Figure 1. Metal 4 (run 1).
Drawn at 1.5 px/um. Supply wires on this layer in gray.
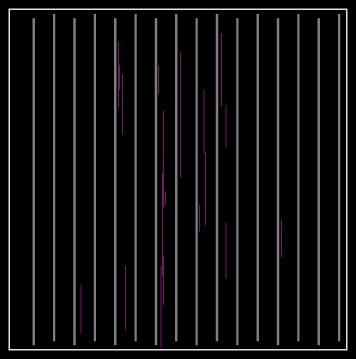
Figure 2. Track usage over the die (run 1).
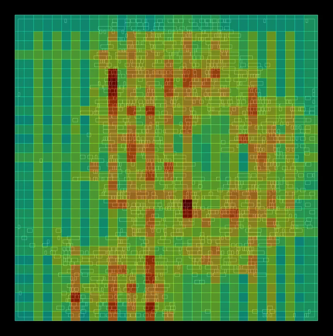
Figure 3. Routed clock nets over the placement (run 1).
Drawn at 1.5 px/um.
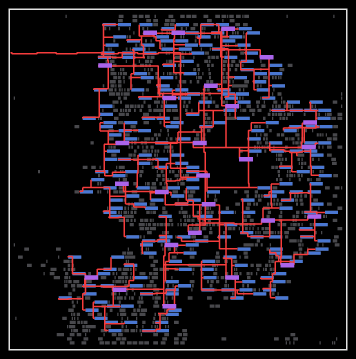
### config.mk
export PLATFORM = sky130hd
export DESIGN_NAME = skin_mask_centroid
export DESIGN_NICKNAME = d
export VERILOG_FILES = /design/src/rtl/skin_mask_centroid.sv
export SDC_FILE = /design/constraint.sdc
export NUM_CORES = 1
export LEC_CHECK = 0
export CAP_MARGIN = 40
export CORE_AREA = 2 2 222 224
export DETAILED_ROUTE_END_ITERATION = 8
export DIE_AREA = 0 0 224 226
export PLACE_DENSITY = 0.51
export SLEW_MARGIN = 15
export SYNTH_ARGS = -nofsm -noshare
export SYNTH_HDL_FRONTEND = slang
export SYNTH_SLANG_ARGS = --single-unit
### constraint.sdc
create_clock -name clock -period 3.7 [get_ports clock]
set_clock_uncertainty 0.15 [all_clocks]
set_input_delay 0.74 -clock clock [delete_from_list [all_inputs] [get_ports clock]]
set_output_delay 0.74 -clock clock [all_outputs]
set_load 0.01 [all_outputs]
### src/rtl/skin_mask_centroid.sv
// Streaming skin-colour segmenter: R-G chroma window classifier, per-frame masked-pixel sums.
// Optional centroid dividers are built when CENTROID_DIV_EN is defined.
module skin_mask_centroid #(
    parameter int PIX_W    = 8,
    parameter int H_ACTIVE = 640,
    parameter int V_ACTIVE = 480,
    parameter int THR_W    = 9,
    parameter int SUM_W    = 32,
    parameter int CNT_W    = 20
) (
    input  logic                    clock,
    input  logic                    reset_n,
    input  logic                    pix_valid,
    input  logic [PIX_W-1:0]        pix_r,
    input  logic [PIX_W-1:0]        pix_g,
    input  logic [PIX_W-1:0]        pix_b,
    input  logic [THR_W-1:0]        thr_lo,
    input  logic [THR_W-1:0]        thr_hi,
    output logic                    mask_valid,
    output logic [PIX_W-1:0]        mask_out,
    output logic                    frame_done,
    output logic [SUM_W-1:0]        sum_x,
    output logic [SUM_W-1:0]        sum_y,
    output logic [CNT_W-1:0]        mask_count,
    output logic [9:0]              cent_x,
    output logic [9:0]              cent_y,
    output logic                    cent_valid
);

    localparam int COL_W = (H_ACTIVE > 1) ? $clog2(H_ACTIVE) : 1;
    localparam int ROW_W = (V_ACTIVE > 1) ? $clog2(V_ACTIVE) : 1;

    logic [COL_W-1:0]        col_q, s1_col_q;
    logic [ROW_W-1:0]        row_q, s1_row_q;
    logic                    s1_valid_q, s1_last_q;
    logic signed [THR_W-1:0] s1_diff_q, thr_lo_q, thr_hi_q, diff_d;
    logic                    last_col_d, last_d, skin_d;
    logic [SUM_W-1:0]        acc_x_q, acc_y_q, acc_x_d, acc_y_d, sum_x_q, sum_y_q;
    logic [CNT_W-1:0]        acc_n_q, acc_n_d, mask_count_q;
    logic                    mask_valid_q, frame_done_q;
    logic [PIX_W-1:0]        mask_q;
    logic                    pix_b_unused;

    // Blue rides along with the pixel but plays no part in the chroma decision.
    assign pix_b_unused = ^pix_b;

    assign diff_d     = THR_W'({1'b0, pix_r}) - THR_W'({1'b0, pix_g});
    assign last_col_d = (col_q == COL_W'(H_ACTIVE - 1));
    assign last_d     = last_col_d && (row_q == ROW_W'(V_ACTIVE - 1));

    always_ff @(posedge clock or negedge reset_n) begin
        if (!reset_n) begin
            col_q <= '0;
            row_q <= '0;
        end else if (pix_valid) begin
            if (last_col_d) begin
                col_q <= '0;
                row_q <= last_d ? '0 : row_q + ROW_W'(1);
            end else begin
                col_q <= col_q + COL_W'(1);
            end
        end
    end

    // Thresholds are latched with pixel (0,0) so a frame is classified with one window.
    always_ff @(posedge clock or negedge reset_n) begin
        if (!reset_n) begin
            s1_valid_q <= 1'b0;
            s1_last_q  <= 1'b0;
            s1_diff_q  <= '0;
            s1_col_q   <= '0;
            s1_row_q   <= '0;
            thr_lo_q   <= '0;
            thr_hi_q   <= '0;
        end else begin
            s1_valid_q <= pix_valid;
            if (pix_valid) begin
                s1_diff_q <= diff_d;
                s1_col_q  <= col_q;
                s1_row_q  <= row_q;
                s1_last_q <= last_d;
                if (col_q == '0 && row_q == '0) begin
                    thr_lo_q <= thr_lo;
                    thr_hi_q <= thr_hi;
                end
            end
        end
    end

    always_comb begin
        skin_d  = s1_valid_q && (s1_diff_q > thr_lo_q) && (s1_diff_q < thr_hi_q);
        acc_x_d = acc_x_q;
        acc_y_d = acc_y_q;
        acc_n_d = acc_n_q;
        if (skin_d) begin
            acc_x_d = acc_x_q + SUM_W'(s1_col_q);
            acc_y_d = acc_y_q + SUM_W'(s1_row_q);
            acc_n_d = acc_n_q + CNT_W'(1);
        end
    end

    // The last pixel's contribution goes straight into the published sums; acc restarts at zero.
    always_ff @(posedge clock or negedge reset_n) begin
        if (!reset_n) begin
            mask_valid_q <= 1'b0;
            mask_q       <= '0;
            frame_done_q <= 1'b0;
            acc_x_q      <= '0;
            acc_y_q      <= '0;
            acc_n_q      <= '0;
            sum_x_q      <= '0;
            sum_y_q      <= '0;
            mask_count_q <= '0;
        end else begin
            mask_valid_q <= s1_valid_q;
            mask_q       <= skin_d ? '1 : '0;
            frame_done_q <= s1_valid_q && s1_last_q;
            if (s1_valid_q && s1_last_q) begin
                sum_x_q      <= acc_x_d;
                sum_y_q      <= acc_y_d;
                mask_count_q <= acc_n_d;
                acc_x_q      <= '0;
                acc_y_q      <= '0;
                acc_n_q      <= '0;
            end else begin
                acc_x_q <= acc_x_d;
                acc_y_q <= acc_y_d;
                acc_n_q <= acc_n_d;
            end
        end
    end

    assign mask_valid = mask_valid_q;
    assign mask_out   = mask_q;
    assign frame_done = frame_done_q;
    assign sum_x      = sum_x_q;
    assign sum_y      = sum_y_q;
    assign mask_count = mask_count_q;

`ifdef CENTROID_DIV_EN
    localparam int STEP_W = $clog2(SUM_W);
    localparam logic [1:0] ST_IDLE = 2'd0;
    localparam logic [1:0] ST_DIV  = 2'd1;
    localparam logic [1:0] ST_DONE = 2'd2;

    logic [1:0]        state_q;
    logic [STEP_W-1:0] step_q;
    logic [SUM_W-1:0]  divisor_q, quo_x_q, quo_y_q, rem_x_q, rem_y_q;
    logic [SUM_W-1:0]  quo_x_d, quo_y_d, rem_x_d, rem_y_d, shift_x, shift_y;
    logic [9:0]        cent_x_q, cent_y_q;
    logic              rem_msb_unused;

    // Remainder stays below the divisor (< 2^CNT_W), so its top bit never carries data.
    assign rem_msb_unused = rem_x_q[SUM_W-1] ^ rem_y_q[SUM_W-1];

    always_comb begin
        shift_x = {rem_x_q[SUM_W-2:0], quo_x_q[SUM_W-1]};
        shift_y = {rem_y_q[SUM_W-2:0], quo_y_q[SUM_W-1]};
        rem_x_d = (shift_x >= divisor_q) ? shift_x - divisor_q : shift_x;
        rem_y_d = (shift_y >= divisor_q) ? shift_y - divisor_q : shift_y;
        quo_x_d = {quo_x_q[SUM_W-2:0], shift_x >= divisor_q};
        quo_y_d = {quo_y_q[SUM_W-2:0], shift_y >= divisor_q};
    end

    // A new frame_done always wins, so an unfinished division is simply restarted.
    always_ff @(posedge clock or negedge reset_n) begin
        if (!reset_n) begin
            state_q   <= ST_IDLE;
            step_q    <= '0;
            divisor_q <= '0;
            quo_x_q   <= '0;
            quo_y_q   <= '0;
            rem_x_q   <= '0;
            rem_y_q   <= '0;
            cent_x_q  <= '0;
            cent_y_q  <= '0;
        end else if (frame_done_q) begin
            if (mask_count_q == '0) begin
                state_q  <= ST_DONE;
                cent_x_q <= '0;
                cent_y_q <= '0;
            end else begin
                state_q   <= ST_DIV;
                step_q    <= '0;
                divisor_q <= SUM_W'(mask_count_q);
                quo_x_q   <= sum_x_q;
                quo_y_q   <= sum_y_q;
                rem_x_q   <= '0;
                rem_y_q   <= '0;
            end
        end else begin
            case (state_q)
                ST_DIV: begin
                    quo_x_q <= quo_x_d;
                    quo_y_q <= quo_y_d;
                    rem_x_q <= rem_x_d;
                    rem_y_q <= rem_y_d;
                    step_q  <= step_q + STEP_W'(1);
                    if (step_q == STEP_W'(SUM_W - 1)) begin
                        state_q  <= ST_DONE;
                        cent_x_q <= quo_x_d[9:0];
                        cent_y_q <= quo_y_d[9:0];
                    end
                end
                default: state_q <= ST_IDLE;
            endcase
        end
    end

    assign cent_x     = cent_x_q;
    assign cent_y     = cent_y_q;
    assign cent_valid = (state_q == ST_DONE);
`else
    assign cent_x     = '0;
    assign cent_y     = '0;
    assign cent_valid = frame_done_q;
`endif

endmodule

==> metrics.cfg, run 1 <==
[yosys]
synth_area_per_cell_um2=9.72
synth-edff-count=0
xor_share_pct=4.99
ys_types=60
topCellsByArea=dfrtp_1, ha_1, o21ai_0
yosys_warnings=0
post-synth-top-count-cell=dfrtp_1
ys.flop_type=dfrtp_1
ys_seq_share_pct=49.9
simple_gate_area_share_pct=18.2
netlist_instances=1227
synth_area_mm2=0.0119
top_area_share_pct=49.9

[setup_path]
cp_top_family=simple AND/OR/NAND/NOR gates
path_common_cell=or4_1
worstPathRequired_ns=4.02
critPathArrivalTime_ns=3.59
timing.critical_path.buf_inv=0
start_kind=flop
rr_worst_depth=8
cp-end-kind=flop
cp_max_fo=14
crit_cells=8

[final_layout]
clk_share_pct=5.51
bufAreaShareNonClock_pct=10.6
synthToLayoutAreaGrowth_pct=23.6
largestClassByArea=sequential cells
final_cells=1980
final_cell_mix=dfrtp_1, nand2_1, clkdlybuf4s50_1, nor2_1, o21ai_0
seq_area_share_pct=40.4
final_common_cell=dfrtp_1
nNonClkBuffers=159

[detailed_routing]
met3_length_mm=1.36
vias_per_cell=4.60
drt_pass1_iterations=4
wl_met2_mm=14.3
drc_errors=0

[power]
ir_drop_mv=0.333
seq_cell_power_uw=3010
power_frac_comb_pct=19.0
powerDensity_mw_per_mm2=464
intPower_uw=4890
power.total_uw=6840

[floorplanning]
fp.dieH_um=226
die_w_um=224
chipArea_mm2=0.0506
rows=81

[final_timing]
rsz0062_at_grt=false
finalSetupViolCount=0
period_minus_slack_ns=3.27
slew-limit-headroom_pct=47.0
hold_slack_ns=0.0773
setup_ws_ns=0.430
period_used_pct=88.4
tns_ns=0

[flow_run]
cap_violations=0

[global_route]
grt_remaining_overflow=0
grt_max_degree=95
grt.busiest_layer=met2
grt_pass1_wl_mm=49.5
grt_pass1_vias=9293

[clocking]
clock-root-buffer=clkbuf_16
cts.clk_slew.worst_paths_ns=0.06
cts_resized=0
cts_made_buffers=26
htree_levels=1
clockBufferDepth=3

[status]
status=finished clean

[worst_hold_path]
hp-class=in -> async

[place]
gp_congestion=0.808
numPortBuffers=131
post-dp-hpwl_mm=21.2

Back to the opening pictures, Figure 1:
share of all routed wire: 2.5%
wire length on this layer: 751 um
longest straight run: 83.0 um
nets with wire on the layer: 12
main direction: vertical
Routed WL: 30.3 mm
total number of vias: 9104

Back to the opening pictures, Figure 2:
Final Core Density: 30.5%
met3 GRT Util: 2.30%
GRT Util Overall: 12.1%

Back to the opening pictures, Figure 3:
[flip-flops] blue | count: 238
[clock drivers] purple | count: 26
[clock wires] red | length: 3590 um
routed clock nets: 27
Clk power: 2530 uW
worst skew pair latency: 0.54 ns
Clk network pwr share: 37.0%

--- run 2 (diff from run 1) ---
--- a/config.mk
+++ b/config.mk
@@ -9,6 +9,7 @@
 export CORE_AREA = 2 2 222 224
 export DETAILED_ROUTE_END_ITERATION = 8
 export DIE_AREA = 0 0 224 226
+export GPL_TIMING_DRIVEN = 0
 export PLACE_DENSITY = 0.51
 export SLEW_MARGIN = 15
 export SYNTH_ARGS = -nofsm -noshare
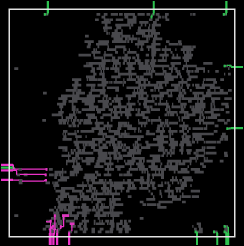
Figure 4: run 2, port wiring.
Drawn at 1 px/um.
| port | color | bits | direction | edge | end cells | wire |
|---|---|---|---|---|---|---|
| cent_x | green | 10 | output | 4 bottom, 3 top, 2 right, 1 left | 10 | 62.0 um |
| pix_g | magenta | 8 | input | 5 bottom, 3 left | 9 | 194 um |
Port Buffers: 131
I/O Pins: 160

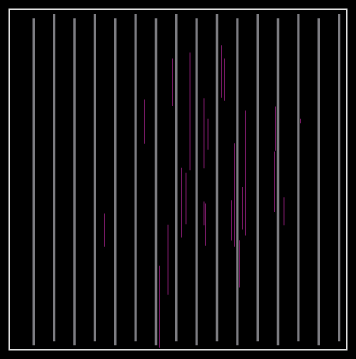
Figure 5: run 2, metal 4.
Drawn at 1.5 px/um. Supply wires on this layer in gray.
main direction: vertical
share of all routed wire: 2.4%
total number of vias: 9557
Routed WL: 34.7 mm

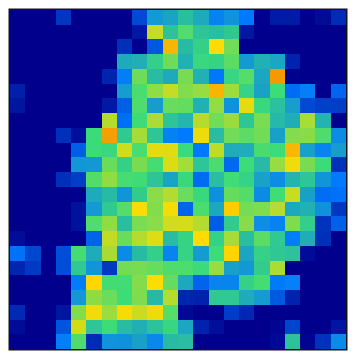
Figure 6: run 2, cell density map.
Drawn at 1.5 px/um. The die is cut into 22 by 23 equal tiles; dark blue is low, red is high, 0 to 100% covered.
nearly empty tiles: 32%
fullest tile: 83%
densest ninth of the die: center
Final Core Density: 31.5%
Placeable Area: 0.0483 mm2
FP Util: 24.7%

==> run 2 against run 1 <==
Worst hold slack improved by 0.25 ns; sequential share of layout area decreased by 1.3 points; wire length increased by 14%; synthesized cell count unchanged; die area unchanged; combinational power about the same; maximum frequency decreased by 6.7%; sequential cell count unchanged; total power increased by 7.5%.
==> metrics.cfg, run 2 <==
[status]
status=finished clean

[yosys]
xor_share_pct=4.99
netlist_instances=1227
ys.flop_type=dfrtp_1
ys_seq_share_pct=49.9
synth_area_per_cell_um2=9.72
ys_types=60
simple_gate_area_share_pct=18.2
yosys_warnings=0
synth-edff-count=0
synth_area_mm2=0.0119
post-synth-top-count-cell=dfrtp_1

[detailed_routing]
vias_per_cell=4.65
wl_met2_mm=16.7
met3_length_mm=1.93
drt_pass1_iterations=5
drc_errors=0

[global_route]
grt_remaining_overflow=0
grt_pass1_vias=9797
grt.busiest_layer=met2
use_met2_pct=23.6
grtUsageTotal_pct=13.9
met3_usage_pct=2.99
grt_max_degree=78
grt_pass1_wl_mm=55.3

[final_layout]
nNonClkBuffers=222
inverters_excl_clock=54
largestClassByArea=sequential cells
sh_comb_area_pct=35.6
final_cells=2055
bufAreaShareNonClock_pct=12.2
final_common_cell=dfrtp_1
seq_area_share_pct=39.2
synthToLayoutAreaGrowth_pct=27.6

[floorplanning]
die_w_um=224
chipArea_mm2=0.0506
fp.dieH_um=226
rows=81

[clocking]
cts_resized=4
clockBufferDepth=3
clock-root-buffer=clkbuf_16
htree_levels=1
cts_made_buffers=28
cts.clk_slew.worst_paths_ns=0.06
clock_latency_ns=0.55

[power]
p_clk_share_pct=40.8
p_clk_uw=3000
power.total_uw=7350
seq_cell_power_uw=3020
ir_drop_mv=0.311
intPower_uw=5310
power_frac_comb_pct=18.1

[place]
pre_cts_ws_ns=-0.306
post-dp-hpwl_mm=25.8

[final_timing]
slew-limit-headroom_pct=39.6
period_minus_slack_ns=3.50
rsz0062_at_grt=false
period_used_pct=94.7
hold_slack_ns=0.328
setup_ws_ns=0.195

[setup_path]
worstPathRequired_ns=3.99
critPathArrivalTime_ns=3.79
crit_cells=10
cp-end-kind=flop
start_kind=flop
rr_worst_depth=10
timing.critical_path.buf_inv=2
rr_startpoint=s1_col_q[4]
slowest_delay_ns=0.47

[flow_run]
cap_violations=0
tool_warnings=36

[worst_hold_path]
hp-class=reg -> reg

Figure 7. Routed clock nets over the placement (run 2).
Drawn at 1.5 px/um.
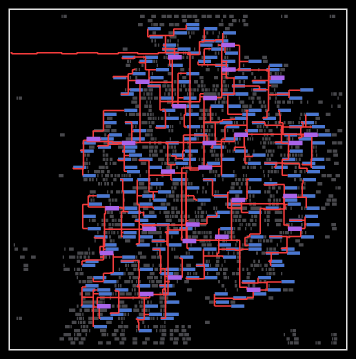

--- run 3 (diff from run 2) ---
--- a/config.mk
+++ b/config.mk
@@ -5,11 +5,11 @@
 export SDC_FILE = /design/constraint.sdc
 export NUM_CORES = 1
 export LEC_CHECK = 0
-export CAP_MARGIN = 40
+export CAP_MARGIN = 15
 export CORE_AREA = 2 2 222 224
 export DETAILED_ROUTE_END_ITERATION = 8
 export DIE_AREA = 0 0 224 226
-export GPL_TIMING_DRIVEN = 0
+export GPL_TIMING_DRIVEN = 1
 export PLACE_DENSITY = 0.51
 export SLEW_MARGIN = 15
 export SYNTH_ARGS = -nofsm -noshare
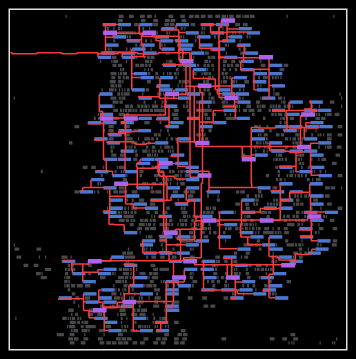
Figure 8: run 3, routed clock nets over the placement.
Drawn at 1.5 px/um.
[clock wires] red | length: 3670 um
[flip-flops] blue | count: 238
[clock drivers] purple | count: 28
routed clock nets: 29
worst skew pair latency: 0.56 ns
Clk network pwr share: 39.7%
Clk power: 2840 uW

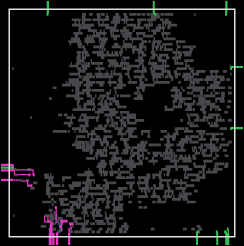
Figure 9: run 3, port wiring.
Drawn at 1 px/um.
| port | color | bits | direction | edge | end cells | wire |
|---|---|---|---|---|---|---|
| pix_g | magenta | 8 | input | 5 bottom, 3 left | 9 | 176 um |
| cent_x | green | 10 | output | 4 bottom, 3 top, 2 right, 1 left | 10 | 39.2 um |

==> run 3 against run 2 <==
Critical endpoint is now sum_x[22]; combinational power is 3% lower; wire length fell by 12%; die area stayed put; first-iteration DRC count is 8.6% higher; total power is 2.9% lower; cell count down 3.2%; sequential share of layout area is 0.93 points higher; critical path type unchanged; synthesized cell count is the same; maximum frequency up 4.5%; sequential power hardly changed; non-clock buffer count decreased by 64.
==> metrics.cfg, run 3 <==
[status]
status=finished clean

[floorplanning]
die_w_um=224
fp_util_pct=24.7
nWellTaps=622
io-pin-count=160
chipArea_mm2=0.0506
rows=81
core_area_mm2=0.0483
fp.dieH_um=226

[detailed_routing]
vias_per_cell=4.59
dr.first_iter.drc_count=569
drtAntennaViolNets=0
met3_length_mm=1.40
wl_met2_mm=14.4
wl_per_cell_um=15.3
drc_errors=0
wl_met1_mm=13.8
routed_wl_mm=30.4
top_layer=met4
drt_pass1_iterations=5
vias=9125

[final_timing]
finalSetupViolCount=0
slew-limit-headroom_pct=37.7
max_slew.worst_pin.slew_ns=0.930
tns_ns=0
hold_slack_ns=0.0618
fmax_mhz=298
setup_ws_ns=0.347
hold_viol_final=0
rsz0062_at_grt=true
period_minus_slack_ns=3.35
slew_violations=0
period_used_pct=90.6

[final_layout]
layout.nets=1445
flop_area_mm2=0.00596
logic_gate_count=868
clk_share_pct=6.35
design_area_mm2=0.0149
bufAreaShareNonClock_pct=10.4
final_cells=1989
drive_gt1_share_pct=8.27
numSequentialCells=238
nNonClkBuffers=158
diodes=0
logic_area_mm2=0.00543
seq_area_share_pct=40.1
inverters_excl_clock=54
synthToLayoutAreaGrowth_pct=24.6
final_cell_mix=dfrtp_1, nand2_1, clkdlybuf4s50_1, nor2_1, o21ai_0
final.fill_count=4979
largestClassByArea=sequential cells
sh_comb_area_pct=36.5
final_common_cell=dfrtp_1
n_clock_buffer=41

[setup_path]
rr_startpoint=s1_col_q[0]
cp-end-kind=flop
slowest_delay_ns=0.62
worstPathRequired_ns=3.95
timing.critical_path.buf_inv=1
critPathKind=reg -> reg
start_kind=flop
worstPathCellList=ha_1 -> inv_1 -> fa_1 -> nor2b_1 -> o2111ai_1 -> a21oi_1 -> o211ai_1 -> a2111oi_0 -> xnor2_1 -> o21ai_0
crit_cells=10
cp_max_fo=9
reg2reg_to=sum_x[22]
cp-endpoint=sum_x[22]
r2r_setup_slack_ns=0.35
critPathArrivalTime_ns=3.61
rr_worst_depth=10
setup.worst_path.start=s1_col_q[0]
cp_top_family=AND-OR/OR-AND gates
crit_slowest_cell=a2111oi_0

[clocking]
cts_tree=yes
post-cts-setup-buffers=0
cts.clk_slew.worst_paths_ns=0.06
clockBufferDepth=3
cts_sinks=238
clock-root-buffer=clkbuf_16
cts_resized=0
cts_hold_buf=0
cts_made_buffers=28
htree_levels=1

[place]
numPortBuffers=131
place_area_mm2=0.0139
gp_congestion=0.808
post-dp-hpwl_mm=21.2
dpl.cell_count=1940
pre_cts_ws_ns=0.369

[power]
power_frac_comb_pct=18.1
seqPwrFrac_pct=42.2
intPower_uw=5120
powerDensity_mw_per_mm2=480
ir_drop_mv=0.308
power.total_uw=7140
p_sw_uw=2010
pg_comb_uw=1290
switching_share_pct=28.2
leakagePower_uw=0.00649
seq_cell_power_uw=3010
power.group.top=registers

[global_route]
grt_max_degree=95
met3_usage_pct=2.42
grt_remaining_overflow=0
use_met2_pct=20.5
grt_pass1_wl_mm=49.4
grt_pass1_vias=9378
grt_antenna_before_repair=0
grt.busiest_layer=met2
use_met1_pct=15.5
grtUsageTotal_pct=12.1

[yosys]
ys_area_mm2=0.0119
ys_seq_share_pct=49.9
xor_share_pct=4.99
ys.flop_type=dfrtp_1
yosysTopAreaCell=dfrtp_1
simple_gate_area_share_pct=18.2
yosys-stat-cells=1227
topCellsByArea=dfrtp_1, ha_1, o21ai_0
post-synth-top-count-cell=dfrtp_1
fa_ha_area_share_pct=5.64
netlist_instances=1227
ys_types=60
topCombFamilyByArea=simple AND/OR/NAND/NOR gates
top_area_share_pct=49.9
ys_sh_mux_pct=3.79
ys_sh_aoi_pct=12.1
yosys_warnings=0
synth-edff-count=0
synth-async-reset-ratio_pct=100
ys_ff=238
synth_area_per_cell_um2=9.72
synth_area_mm2=0.0119
netlist_top_cells_count=dfrtp_1, nand2_1, nor2_1

[flow_run]
cap_violations=0
tool_warnings=37

[worst_hold_path]
hp-class=in -> async

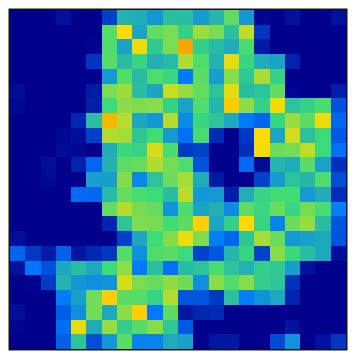
Figure 10: run 3, cell density map.
Drawn at 1.5 px/um. The die is cut into 22 by 23 equal tiles; dark blue is low, red is high, 0 to 100% covered.
mean over tiles: 28%
nearly empty tiles: 30%
fullest tile: 81%
densest ninth of the die: top center
Final Core Density: 30.7%

Power and IR drop assume default switching activity.
